### Signal wires by layer, run 1

Bar = 20 um.
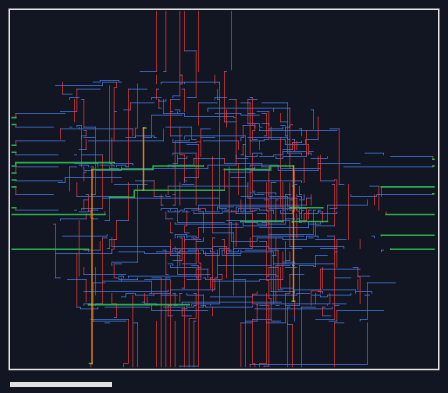
### Sequential cells coloured by netlist name, run 1

Bar = 20 um. Other sequential cells in the stronger grey, the rest of the logic in the fainter grey.
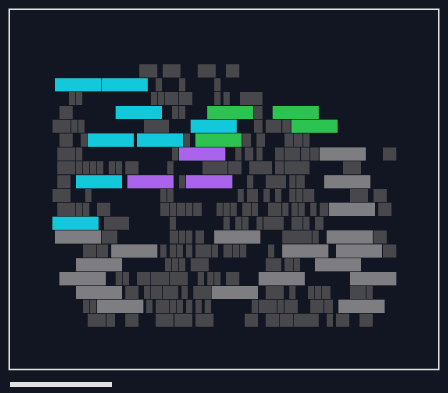
### Cell sizes after repair, run 1

Bar = 20 um.
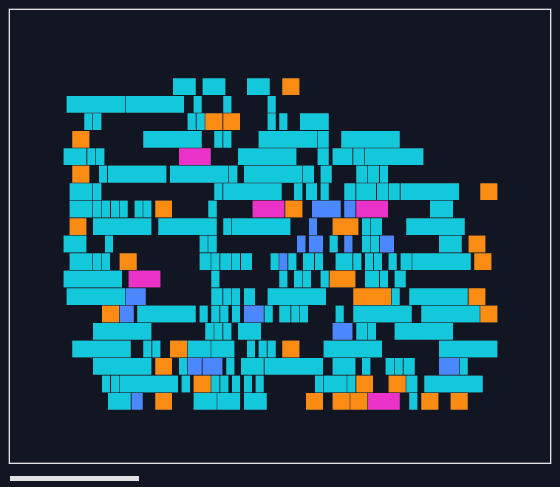
==> src/rtl/sys_ctrl_pkg.sv <==
// Shared definitions for the register command controller: default widths,
// command opcodes and the FSM state encoding.
package sys_ctrl_pkg;

  localparam int ADD_WIDTH_DEF  = 4;
  localparam int BUS_WIDTH_DEF  = 8;
  localparam int RD_TIMEOUT_DEF = 8;

  localparam logic [7:0] CMD_WR_DEF = 8'hAA;
  localparam logic [7:0] CMD_RD_DEF = 8'hBB;

  typedef logic [2:0] state_t;

  localparam state_t ST_IDLE    = 3'd0;
  localparam state_t ST_WR_ADDR = 3'd1;
  localparam state_t ST_WR_DATA = 3'd2;
  localparam state_t ST_WR_REQ  = 3'd3;
  localparam state_t ST_RD_ADDR = 3'd4;
  localparam state_t ST_RD_REQ  = 3'd5;
  localparam state_t ST_RD_WAIT = 3'd6;
  localparam state_t ST_TX_SEND = 3'd7;

endpackage

==> src/rtl/rd_timeout_cnt.sv <==
// Read-response watchdog: counts enabled cycles and flags the cycle in which
// the count sits at LIMIT-1 while still enabled.
module rd_timeout_cnt #(
  parameter int LIMIT = 8
) (
  input  logic i_clk,
  input  logic i_rst_n,
  input  logic i_clear,
  input  logic i_enable,
  output logic o_expire
);

  localparam int CntW = $clog2(LIMIT + 1);

  logic [CntW-1:0] r_cnt;

  always_ff @(posedge i_clk or negedge i_rst_n) begin
    if (!i_rst_n) begin
      r_cnt <= '0;
    end else if (i_clear) begin
      r_cnt <= '0;
    end else if (i_enable) begin
      r_cnt <= r_cnt + 1'b1;
    end
  end

  assign o_expire = i_enable && (r_cnt == CntW'(LIMIT - 1));

endmodule

==> src/rtl/reg_cmd_ctrl.sv <==
// Byte-stream command decoder: turns write (opcode, addr, data) and read
// (opcode, addr) sequences into register-file requests and returns read data to TX.
module reg_cmd_ctrl
  import sys_ctrl_pkg::*;
#(
  parameter int                  AddWidth   = ADD_WIDTH_DEF,
  parameter int                  BusWidth   = BUS_WIDTH_DEF,
  parameter logic [BusWidth-1:0] CMD_WR     = BusWidth'(CMD_WR_DEF),
  parameter logic [BusWidth-1:0] CMD_RD     = BusWidth'(CMD_RD_DEF),
  parameter int                  RD_TIMEOUT = RD_TIMEOUT_DEF
) (
  input  logic                CLK,
  input  logic                RST,
  input  logic [BusWidth-1:0] RX_P_Data,
  input  logic                RX_D_VLD,
  output logic [AddWidth-1:0] Address,
  output logic                WrEn,
  output logic                RdEn,
  output logic [BusWidth-1:0] WrData,
  input  logic [BusWidth-1:0] RdData,
  input  logic                RdData_Valid,
  output logic [BusWidth-1:0] TX_P_Data,
  output logic                TX_D_VLD,
  input  logic                TX_Busy,
  output logic                Err_Cmd,
  output logic                Err_Timeout,
  output logic                Err_Drop
);

  state_t              r_state;
  logic [AddWidth-1:0] r_addr;
  logic [BusWidth-1:0] r_wr_data;
  logic [BusWidth-1:0] r_tx_data;
  logic                r_wr_en;
  logic                r_rd_en;
  logic                r_tx_vld;
  logic                r_err_cmd;
  logic                r_err_timeout;
  logic                r_err_drop;

  logic w_cnt_clear;
  logic w_cnt_enable;
  logic w_expire;
  logic w_busy_state;

  // The counter is cleared while the read strobe is out, so RD_WAIT starts at zero.
  assign w_cnt_clear  = (r_state == ST_RD_REQ);
  assign w_cnt_enable = (r_state == ST_RD_WAIT);

  assign w_busy_state = (r_state == ST_WR_REQ)  || (r_state == ST_RD_REQ) ||
                        (r_state == ST_RD_WAIT) || (r_state == ST_TX_SEND);

  rd_timeout_cnt #(
    .LIMIT (RD_TIMEOUT)
  ) u_rd_timeout_cnt (
    .i_clk    (CLK),
    .i_rst_n  (RST),
    .i_clear  (w_cnt_clear),
    .i_enable (w_cnt_enable),
    .o_expire (w_expire)
  );

  always_ff @(posedge CLK or negedge RST) begin
    if (!RST) begin
      r_state       <= ST_IDLE;
      r_addr        <= '0;
      r_wr_data     <= '0;
      r_tx_data     <= '0;
      r_wr_en       <= 1'b0;
      r_rd_en       <= 1'b0;
      r_tx_vld      <= 1'b0;
      r_err_cmd     <= 1'b0;
      r_err_timeout <= 1'b0;
      r_err_drop    <= 1'b0;
    end else begin
      r_wr_en       <= 1'b0;
      r_rd_en       <= 1'b0;
      r_tx_vld      <= 1'b0;
      r_err_cmd     <= 1'b0;
      r_err_timeout <= 1'b0;
      r_err_drop    <= RX_D_VLD && w_busy_state;

      case (r_state)
        ST_IDLE: begin
          if (RX_D_VLD) begin
            if (RX_P_Data == CMD_WR) begin
              r_state <= ST_WR_ADDR;
            end else if (RX_P_Data == CMD_RD) begin
              r_state <= ST_RD_ADDR;
            end else begin
              r_err_cmd <= 1'b1;
            end
          end
        end
        ST_WR_ADDR: begin
          if (RX_D_VLD) begin
            r_addr  <= RX_P_Data[AddWidth-1:0];
            r_state <= ST_WR_DATA;
          end
        end
        ST_WR_DATA: begin
          if (RX_D_VLD) begin
            r_wr_data <= RX_P_Data;
            r_wr_en   <= 1'b1;
            r_state   <= ST_WR_REQ;
          end
        end
        ST_WR_REQ: begin
          r_state <= ST_IDLE;
        end
        ST_RD_ADDR: begin
          if (RX_D_VLD) begin
            r_addr  <= RX_P_Data[AddWidth-1:0];
            r_rd_en <= 1'b1;
            r_state <= ST_RD_REQ;
          end
        end
        ST_RD_REQ: begin
          r_state <= ST_RD_WAIT;
        end
        ST_RD_WAIT: begin
          // A valid that stayed high from a previous read is fine: RdData was
          // refreshed on the same edge that dropped RdEn.
          if (RdData_Valid) begin
            r_tx_data <= RdData;
            r_state   <= ST_TX_SEND;
          end else if (w_expire) begin
            r_err_timeout <= 1'b1;
            r_state       <= ST_IDLE;
          end
        end
        ST_TX_SEND: begin
          if (!TX_Busy) begin
            r_tx_vld <= 1'b1;
            r_state  <= ST_IDLE;
          end
        end
        default: begin
          r_state <= ST_IDLE;
        end
      endcase
    end
  end

  assign Address     = r_addr;
  assign WrData      = r_wr_data;
  assign TX_P_Data   = r_tx_data;
  assign WrEn        = r_wr_en;
  assign RdEn        = r_rd_en;
  assign TX_D_VLD    = r_tx_vld;
  assign Err_Cmd     = r_err_cmd;
  assign Err_Timeout = r_err_timeout;
  assign Err_Drop    = r_err_drop;

endmodule

==> config.mk <==
export PLATFORM = sky130hd
export DESIGN_NAME = reg_cmd_ctrl
export DESIGN_NICKNAME = d
export VERILOG_FILES = /design/src/rtl/sys_ctrl_pkg.sv /design/src/rtl/rd_timeout_cnt.sv /design/src/rtl/reg_cmd_ctrl.sv
export SDC_FILE = /design/constraint.sdc
export NUM_CORES = 1
export LEC_CHECK = 0
export ABC_AREA = 1
export CAP_MARGIN = 15
export CORE_ASPECT_RATIO = 0.8
export CORE_MARGIN = 8
export CORE_UTILIZATION = 40
export DETAILED_ROUTE_END_ITERATION = 10
export PLACE_DENSITY = 0.72
export RECOVER_POWER = 25
export SLEW_MARGIN = 25
export SYNTH_ARGS = -nofsm -noshare
export SYNTH_HDL_FRONTEND = slang
export SYNTH_SLANG_ARGS = --single-unit
==> constraint.sdc <==
create_clock -name CLK -period 1.85 [get_ports CLK]
set_input_delay 0.2775 -clock CLK [delete_from_list [all_inputs] [get_ports CLK]]
set_output_delay 0.2775 -clock CLK [all_outputs]
set_load 0.1 [all_outputs]
==> results.json, run 1 <==
{
  "post-synth-top-count-cell": "nand2_1",
  "yosysTopAreaCell": "dfrtp_1",
  "seq_cell_count": 33,
  "synth.avg_cell_area_um2": 8.714,
  "chip_area_um2": 5919,
  "drt_iter0_drc": 91,
  "maxCapViolations": 0,
  "period_needed_ns": 1.436,
  "path_clk_slew_ns": 0.06,
  "synth.distinct_cells": 22,
  "drive_gt1_share_pct": 22.97,
  "grt_pass1_wl_mm": 5.595,
  "timing.final.hold_violations": 0,
  "cts_setup_buffers": 0,
  "crit_chain": "inv_1, nor2_1, nand3_1, nand2_1, nor2_2, nand2_1, nand2_1, nand2_1",
  "ys_top_cells_by_count": "nand2_1, dfrtp_1, nand3_1, nor2_1, inv_1",
  "hold_buffers": 0,
  "ys_top_cells_by_area": "dfrtp_1, nand2_1, nand3_1",
  "antenna_left": 0,
  "end_kind": "flop",
  "ff2ff_path_depth": 8,
  "edf_count": 0,
  "fmax_ghz": 0.6962,
  "hp-start": "WrData[3]$_DFFE_PN0P_",
  "logic_area_um2": 580.6,
  "clkCellAreaFrac_pct": 3.704,
  "cts_resized": 0,
  "top_area_share_pct": 55.74,
  "setup_viol": 0,
  "ys_dominant_reg_cell": "dfrtp_1",
  "cp-start-kind": "flop",
  "async_reset_ff_share_pct": 100.0,
  "ys_ff": 33,
  "r2r_slack_ns": 0.41,
  "crit_path_end": "r_state[2]$_DFFE_PN0P_",
  "status": "completed",
  "crit_buf_inv": 1,
  "layout.nets": 245,
  "largestClassByArea": "flip-flops and latches",
  "worst-endpoint-required_ns": 2.02,
  "dp_cells": 258,
  "slowest_delay_ns": 0.52,
  "ios": 47,
  "ys_chip_area_um2": 1481,
  "gp_congestion": 0.7953,
  "r2r-start": "r_state[2]$_DFFE_PN0P_",
  "fp_util_pct": 42.39,
  "clock_skew_ns": 0.003533,
  "buf_share_pct": 20.46,
  "drc": 0,
  "timing.rr.end": "r_state[2]$_DFFE_PN0P_",
  "synth_warnings": 0,
  "rows": 19,
  "nClkBuffers": 5,
  "core_area_um2": 3495,
  "cp_slowest_cell": "dfrtp_1",
  "crit_start": "r_state[2]$_DFFE_PN0P_",
  "antenna_found_initial": 0,
  "holdWs_ns": 0.4785,
  "synth_area_um2": 1481,
  "htree_levels": 2,
  "portBuffers": 46,
  "syn_inst": 170,
  "ys_cells": 170,
  "cp.depth": 8,
  "n_all_inverters": 14,
  "fin_setup_tns_ns": 0,
  "dp_hpwl_mm": 2.657,
  "cts_buffers": 5,
  "grt_max_degree": 34,
  "slew_headroom_pct": 47.70,
  "drv_slew": 0,
  "die-width_um": 84.04,
  "cts_root_buf": "clkbuf_8",
  "critPathTopFamily": "simple AND/OR/NAND/NOR gates",
  "grt_pass1_vias": 1191,
  "routed_via_density": 4.705,
  "warnings": 26,
  "comb_share_pct": 29.13,
  "clock_latency_ns": 0.28,
  "overflow": 0,
  "crit_fanout": 11,
  "rsz0062_at_grt": "no",
  "die_h_um": 70.43,
  "clock-sinks": 33,
  "cpMostUsedCell": "nand2_1",
  "worstPathArrival_ns": 1.60,
  "hold_path.class": "flop to flop",
  "fin_cells": 264,
  "dr.pass1.iters": 4,
  "logic_gates": 121,
  "yosys.stat.seqShare_pct": 55.74,
  "post-route-period-util_pct": 77.64,
  "worstMarginPinSlew_ns": 0.7845,
  "hold_end": "WrData[3]$_DFFE_PN0P_",
  "nFillCells": 315,
  "clk_path_buf_depth": 2,
  "crit_type": "flop to flop",
  "num_antenna_cells": 0,
  "whs_path_depth": 2,
  "tapCellCount": 42,
  "cts_tree": "done",
  "synth_nets": 192
}
## Picture notes: 'Signal wires by layer'
- metal 1: blue (wire length 1,640 um)
- metal 2: red (wire length 1,440 um)
- metal 4: orange (wire length 76.8 um)
- metal 3: green (wire length 201 um)
drt total wl: 3.359 mm
via count: 1,242
Total Routing Usage GR: 11.89%
wire per inst: 12.72 um

## Picture notes: 'Sequential cells coloured by netlist name'
- TX_P_Data: cyan (sequential cells 8)
- r_state: purple (sequential cells 3)
- u_rd_timeout_cnt.r_cnt: green (sequential cells 4)
Sequential cell area: 825.8 um^2
Seq area share: 41.43%

## Picture notes: 'Cell sizes after repair'
- _0 and _1 cells: cyan (cells 171; share 77%)
- _6 and larger: magenta (cells 5; share 2.3%)
- _2 cells: blue (cells 16; share 7.2%)
- _3 and _4 cells: orange (cells 30; share 14%)
Non-clk bufs: 48
Area Overhead vs Synth: 34.54%
final instance area: 1993 um^2
final setup margin: 0.4136 ns

[run 1: metal layers]
metal,GRT usage [%],vias to the layer above,wire length [um]
li1,-,641,-
met1,15.83,561,1640
met2,16.13,34,1439
met3,4.403,6,201
met4,6.310,0,76
met5,0,-,0
[run 1: worst min-delay path, cell delays in order, from the launching register on]
cell and delay [ns]:
dfrtp_1 0.34, nand2_1 0.05, nand2_1 0.06
[run 1: registers in the layout (all words and copies together) (netlist names)]
signal and flops:
TX_P_Data 8, WrData 8, Address 4, u_rd_timeout_cnt.r_cnt 4, r_state 3, Err_Cmd 1
Err_Drop 1, Err_Timeout 1, RdEn 1, TX_D_VLD 1, WrEn 1
[run 1: cell families (layout without fill, tap and decap cells)]
| kind of cell | Yosys count | count (layout) | synth area share (%) |
|---|---|---|---|
| buf+inv | 16 | 68 | 5.067 |
| compound gates | 15 | 15 | 7.264 |
| fa+ha+maj | 1 | 1 | 0.8445 |
| flops | 33 | 33 | 55.74 |
| simple gates | 103 | 103 | 29.90 |
| xor+xnor | 2 | 2 | 1.183 |
[run 1: metrics by stage]
step	cell area, um^2	worst slack (ns)	util, %
detailed placement	1922	0.2036	54.99
finish	1993	0.4136	57.04
global route	1993	0.2566	57.04
CTS	1996	0.4290	57.11
floorplan	1481	0.6381	-
global placement	1922	0.2681	54.99
[run 1: layout by cell type (no fill, tap or decap), types with 2 or more instances in the layout]
cell type,count
nor2_2,2
a21oi_1,4
nor2_1,14
nand2_2,2
nor3_1,2
o21ai_0,4
buf_4,27
dfrtp_1,33
clkbuf_8,5
nand3_1,14
clkdlybuf4s50_1,19
inv_1,10
nand2_1,65
o21ai_2,5
inv_2,4
### I/O nets highlighted, run 1

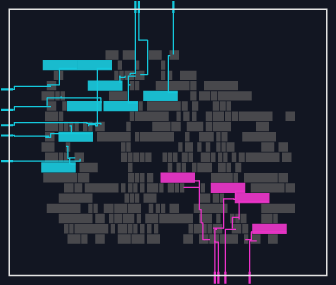

--- run 2 (diff from run 1) ---
Clock period 1.85 ns to 1.5 ns, I/O delays scaled along.
### I/O nets highlighted, run 2

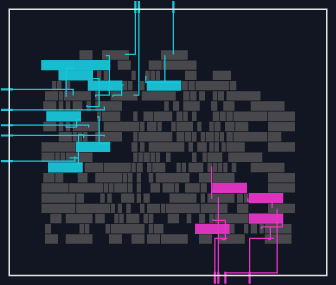
- Address: magenta (bits 4; direction output; end cells 4; buffers 4; wire 131 um)
- TX_P_Data: cyan (bits 8; direction output; end cells 8; buffers 8; wire 248 um)
IO buf count: 46
IO Count: 47

==> results.json, run 2 <==
{
  "dp_slack_ns": -0.1075,
  "drv_slew": 0,
  "grtUsageMet3_pct": 5.446,
  "fin_setup_tns_ns": 0,
  "cts_root_buf": "clkbuf_8",
  "top_area_share_pct": 55.74,
  "dr.pass1.iters": 4,
  "slowest_delay_ns": 0.38,
  "clock-sinks": 33,
  "path_clk_slew_ns": 0.07,
  "worstMarginPinSlew_ns": 0.8060,
  "slew_headroom_pct": 46.27,
  "synth.distinct_cells": 22,
  "setup_viol": 0,
  "overflow": 0,
  "cp_slowest_cell": "dfrtp_1",
  "met3_length_um": 182,
  "timing.final.hold_violations": 0,
  "post-route-period-util_pct": 88.39,
  "area_growth_pct": 60.90,
  "die-width_um": 84.04,
  "fp_util_pct": 42.39,
  "crit_type": "flop to flop",
  "fin_area_um2": 2384,
  "yosys.stat.seqShare_pct": 55.74,
  "crit_buf_inv": 0,
  "drt_iter0_drc": 105,
  "fin_util_pct": 68.21,
  "end_kind": "flop",
  "drc": 0,
  "seqCellArea_um2": 828.3,
  "cts_tree": "done",
  "top_layer_used": "met4",
  "worstPathArrival_ns": 1.50,
  "status": "completed",
  "fin_cells": 271,
  "edf_count": 0,
  "async_reset_ff_share_pct": 100.0,
  "dr_wl_met2_mm": 1.619,
  "fmax_ghz": 0.7542,
  "maxCapViolations": 0,
  "dp_hpwl_mm": 2.816,
  "synth.avg_cell_area_um2": 8.714,
  "grt_pass1_wl_mm": 6.099,
  "period_needed_ns": 1.326,
  "ys_ff": 33,
  "synth_warnings": 0,
  "vias": 1266,
  "num_antenna_cells": 0,
  "wl_mm": 3.602,
  "cp-start-kind": "flop",
  "wl_met1_mm": 1.740,
  "ys_top_cells_by_area": "dfrtp_1, nand2_1, nand3_1",
  "ys_dominant_reg_cell": "dfrtp_1",
  "crit_chain": "ha_1, nand3_1, nand3_1, nand2_1, nor2_4, nand2_1, nand2_1, nand2_1",
  "yosysTopAreaCell": "dfrtp_1",
  "dp_cells": 265,
  "mostFrequentLayoutCell": "nand2_1",
  "drive_gt1_share_pct": 26.64,
  "synth_area_um2": 1481,
  "track_usage_pct": 12.79,
  "critPathTopFamily": "simple AND/OR/NAND/NOR gates",
  "antenna_found_initial": 0,
  "nFillCells": 258,
  "warnings": 26,
  "die_h_um": 70.43,
  "core_area_um2": 3495,
  "clk_path_buf_depth": 2,
  "final_layout_top_logic_cells": "nand2_1, dfrtp_1, buf_12",
  "holdWs_ns": 0.4711,
  "hold_path.class": "input port to flop",
  "post-synth-top-count-cell": "nand2_1",
  "rsz0062_at_grt": "no",
  "syn_inst": 170,
  "ys_cells": 170,
  "clock_latency_ns": 0.28,
  "layout.nets": 252,
  "ys_top_cells_by_count": "nand2_1, dfrtp_1, nand3_1, nor2_1, inv_1",
  "worst_slack_ns": 0.1742,
  "synth_nets": 192,
  "antenna_left": 0,
  "crit_fanout": 4,
  "ys_chip_area_um2": 1481,
  "use_met2_pct": 18.25,
  "worst-endpoint-required_ns": 1.67,
  "clock_skew_ns": 0.005986,
  "chip_area_um2": 5919,
  "grtUsageMet1_pct": 16.04,
  "grt_max_degree": 34,
  "rows": 19,
  "logic_area_um2": 590.6,
  "wire_per_inst_um": 13.29,
  "htree_levels": 2,
  "cts_buffers": 5,
  "grt_pass1_vias": 1321,
  "place_area_um2": 2312,
  "gp_congestion": 0.8172
}
run 2: final timing paths:
path	start	endpoint	slack (ns)	depth (start not counted)
max in group asynchronous	RST	r_state[1]$_DFFE_PN0P_	0.38	2
min	RdData[3]	TX_P_Data[3]$_DFFE_PN0P_	0.47	3
min reg2reg	u_rd_timeout_cnt.r_cnt[0]$_DFFE_PN0P_	u_rd_timeout_cnt.r_cnt[0]$_DFFE_PN0P_	0.54	1
max	u_rd_timeout_cnt.r_cnt[0]$_DFFE_PN0P_	r_state[0]$_DFFE_PN0P_	0.17	8
max reg2reg	u_rd_timeout_cnt.r_cnt[0]$_DFFE_PN0P_	r_state[0]$_DFFE_PN0P_	0.17	8
min in group asynchronous	RST	WrData[6]$_DFFE_PN0P_	0.56	2
run 2: layout make-up:
class	count	share of cell area [%]
flip-flops and latches	33	34.75
repair buffers	55	32.97
multi-input cells	121	24.78
clock buffers	5	2.887
inverters	14	2.205
well taps	42	2.205
clock inverters	1	0.2100
run 2: tightest hold or removal path, stage by stage:
cell	delay [ns]
clkdlybuf4s50_1	0.39
nand2_1	0.06
nand2_1	0.04
run 2: cells by family after synthesis:
logic type	after synthesis	synth area share [%]
AND/OR/NAND/NOR	103	29.90
flip-flops	33	55.74
buffers and inverters	16	5.067
AND-OR/OR-AND	15	7.264
XOR/XNOR	2	1.183
adder cells (fa/ha/maj)	1	0.8445
run 2: repair_timing:
action	4_1_cts	5_1_grt
buffers inserted	0	0
hold endpoints to repair	0	0
setup endpoints to repair	0	10
hold buffers	0	0
gates resized	0	4
### Clock routing, run 2

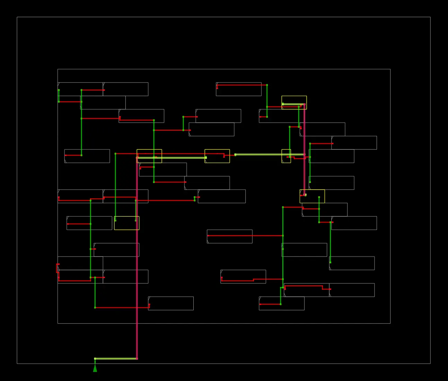

--- run 3 (diff from run 2) ---
Settings changed: CORE_UTILIZATION 40 to 45, PLACE_DENSITY 0.72 to 0.79.
### Clock routing, run 3

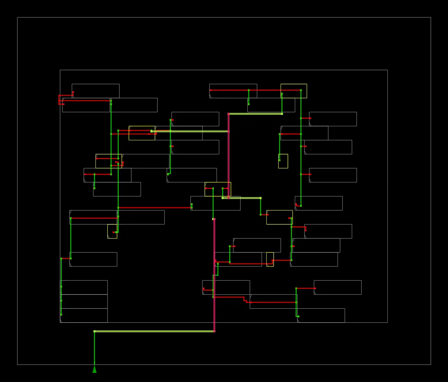
clock skew: 0.003074 ns
number of CTS-inserted buffers: 5
final-layout clock buffer total: 6

==> results.json, run 3 <==
{
  "ys_chip_area_um2": 1481,
  "setup_viol": 0,
  "ys_cells": 170,
  "antenna_left": 0,
  "nFillCells": 205,
  "slew_headroom_pct": 47.47,
  "worstPathArrival_ns": 1.58,
  "mostFrequentLayoutCell": "nand2_1",
  "fp_util_pct": 47.67,
  "simple_gate_area_share_pct": 29.90,
  "worstMarginPinSlew_ns": 0.7879,
  "async_reset_ff_share_pct": 100.0,
  "dr.pass1.iters": 5,
  "drive_gt1_share_pct": 26.72,
  "rows": 18,
  "ys_top_cells_by_count": "nand2_1, dfrtp_1, nand3_1, nor2_1, inv_1",
  "timing.final.hold_violations": 0,
  "final_layout_top_logic_cells": "nand2_1, dfrtp_1, buf_12",
  "wl_met1_mm": 1.642,
  "fin_util_pct": 76.97,
  "chip_area_um2": 5396,
  "holdWs_ns": 0.4747,
  "mux_share_pct": 0,
  "cts_root_buf": "clkbuf_8",
  "wl_mm": 3.593,
  "post-synth-top-count-cell": "nand2_1",
  "grt_max_degree": 34,
  "drc": 0,
  "syn_inst": 170,
  "yosys.stat.seqShare_pct": 55.74,
  "synth_area_um2": 1481,
  "crit_type": "flop to flop",
  "clk_path_buf_depth": 2,
  "crit_chain": "nor2_2, inv_2, nor2_4, nand2_4, inv_1, nand2_1, nand2_1",
  "status": "completed",
  "overflow": 0,
  "cts_setup_buffers": 0,
  "portBuffers": 46,
  "synth.distinct_cells": 22,
  "dp_cells": 264,
  "warnings": 26,
  "cp-start-kind": "flop",
  "num_antenna_cells": 0,
  "ios": 47,
  "grtUsageMet1_pct": 18.83,
  "synth-xor-area-share_pct": 1.182,
  "synth.avg_cell_area_um2": 8.714,
  "die_h_um": 67.32,
  "ys_top_cells_by_area": "dfrtp_1, nand2_1, nand3_1",
  "use_met2_pct": 22.86,
  "core_area_um2": 3108,
  "path_clk_slew_ns": 0.06,
  "gp_congestion": 0.7705,
  "die-width_um": 80.15,
  "antenna_found_initial": 0,
  "end_kind": "flop",
  "cpMostUsedCell": "nand2_1",
  "ys_dominant_reg_cell": "dfrtp_1",
  "grtUsageMet3_pct": 5.305,
  "clock_latency_ns": 0.28,
  "layout.nets": 253,
  "met3_length_um": 239,
  "post-route-period-util_pct": 91.01,
  "dr_wl_met2_mm": 1.673,
  "ys_ff": 33,
  "hold_path.class": "input port to flop",
  "clock-sinks": 33,
  "busiest_layer": "met2",
  "cts_tree": "done",
  "grt_pass1_wl_mm": 6.203
}
[run 3: cell counts after synthesis]
Identical to the previous run, type by type.
[run 3: final timing paths]
| check | cells after the start | slack (ns) | to | startpoint |
|---|---|---|---|---|
| hold / removal | 3 | 0.47 | TX_P_Data[6]$_DFFE_PN0P_ | RdData[6] |
| setup reg to reg | 7 | 0.13 | WrData[7]$_DFFE_PN0P_ | r_state[0]$_DFFE_PN0P_ |
| setup / recovery | 7 | 0.13 | WrData[7]$_DFFE_PN0P_ | r_state[0]$_DFFE_PN0P_ |
| min in group asynchronous | 2 | 0.56 | WrData[4]$_DFFE_PN0P_ | RST |
| hold reg to reg | 1 | 0.53 | u_rd_timeout_cnt.r_cnt[0]$_DFFE_PN0P_ | u_rd_timeout_cnt.r_cnt[0]$_DFFE_PN0P_ |
| max in group asynchronous | 2 | 0.40 | r_state[2]$_DFFE_PN0P_ | RST |
[run 3: per-stage QoR]
stage          worst slack (ns)  cell area, um^2  TNS (ns)
6_report                 0.1349             2392         0
3_5_place_dp           -0.05518             2305   -0.1527
5_1_grt                0.003105             2392         0
3_3_place_gp            0.02245             2305         0
4_1_cts                 0.05749             2387         0
2_1_floorplan            0.2881             1481         0
[run 3: worst max-delay path, delay by kind of cell, from the launching register on]
kind	cells	cell delay (ns)
and+or+nand+nor	5	0.64
DFF	1	0.45
buffers and inverters	2	0.22
[run 3: final cells by class]
type	count	area [um^2]	share of cell area, %
clock buffers	6	72.57	3.033
clock inverters	2	10.01	0.4184
inverters	14	52.55	2.197
multi-input cells	121	585.6	24.48
flip-flops and latches	33	828.3	34.62
well taps	40	50.05	2.092
repair buffers	56	793.3	33.16
[run 3: repair_timing]
action                                  in CTS  in global routing
hold buffers                                 0                  0
endpoints found under the setup margin       0                  9
resized                                      0                  3
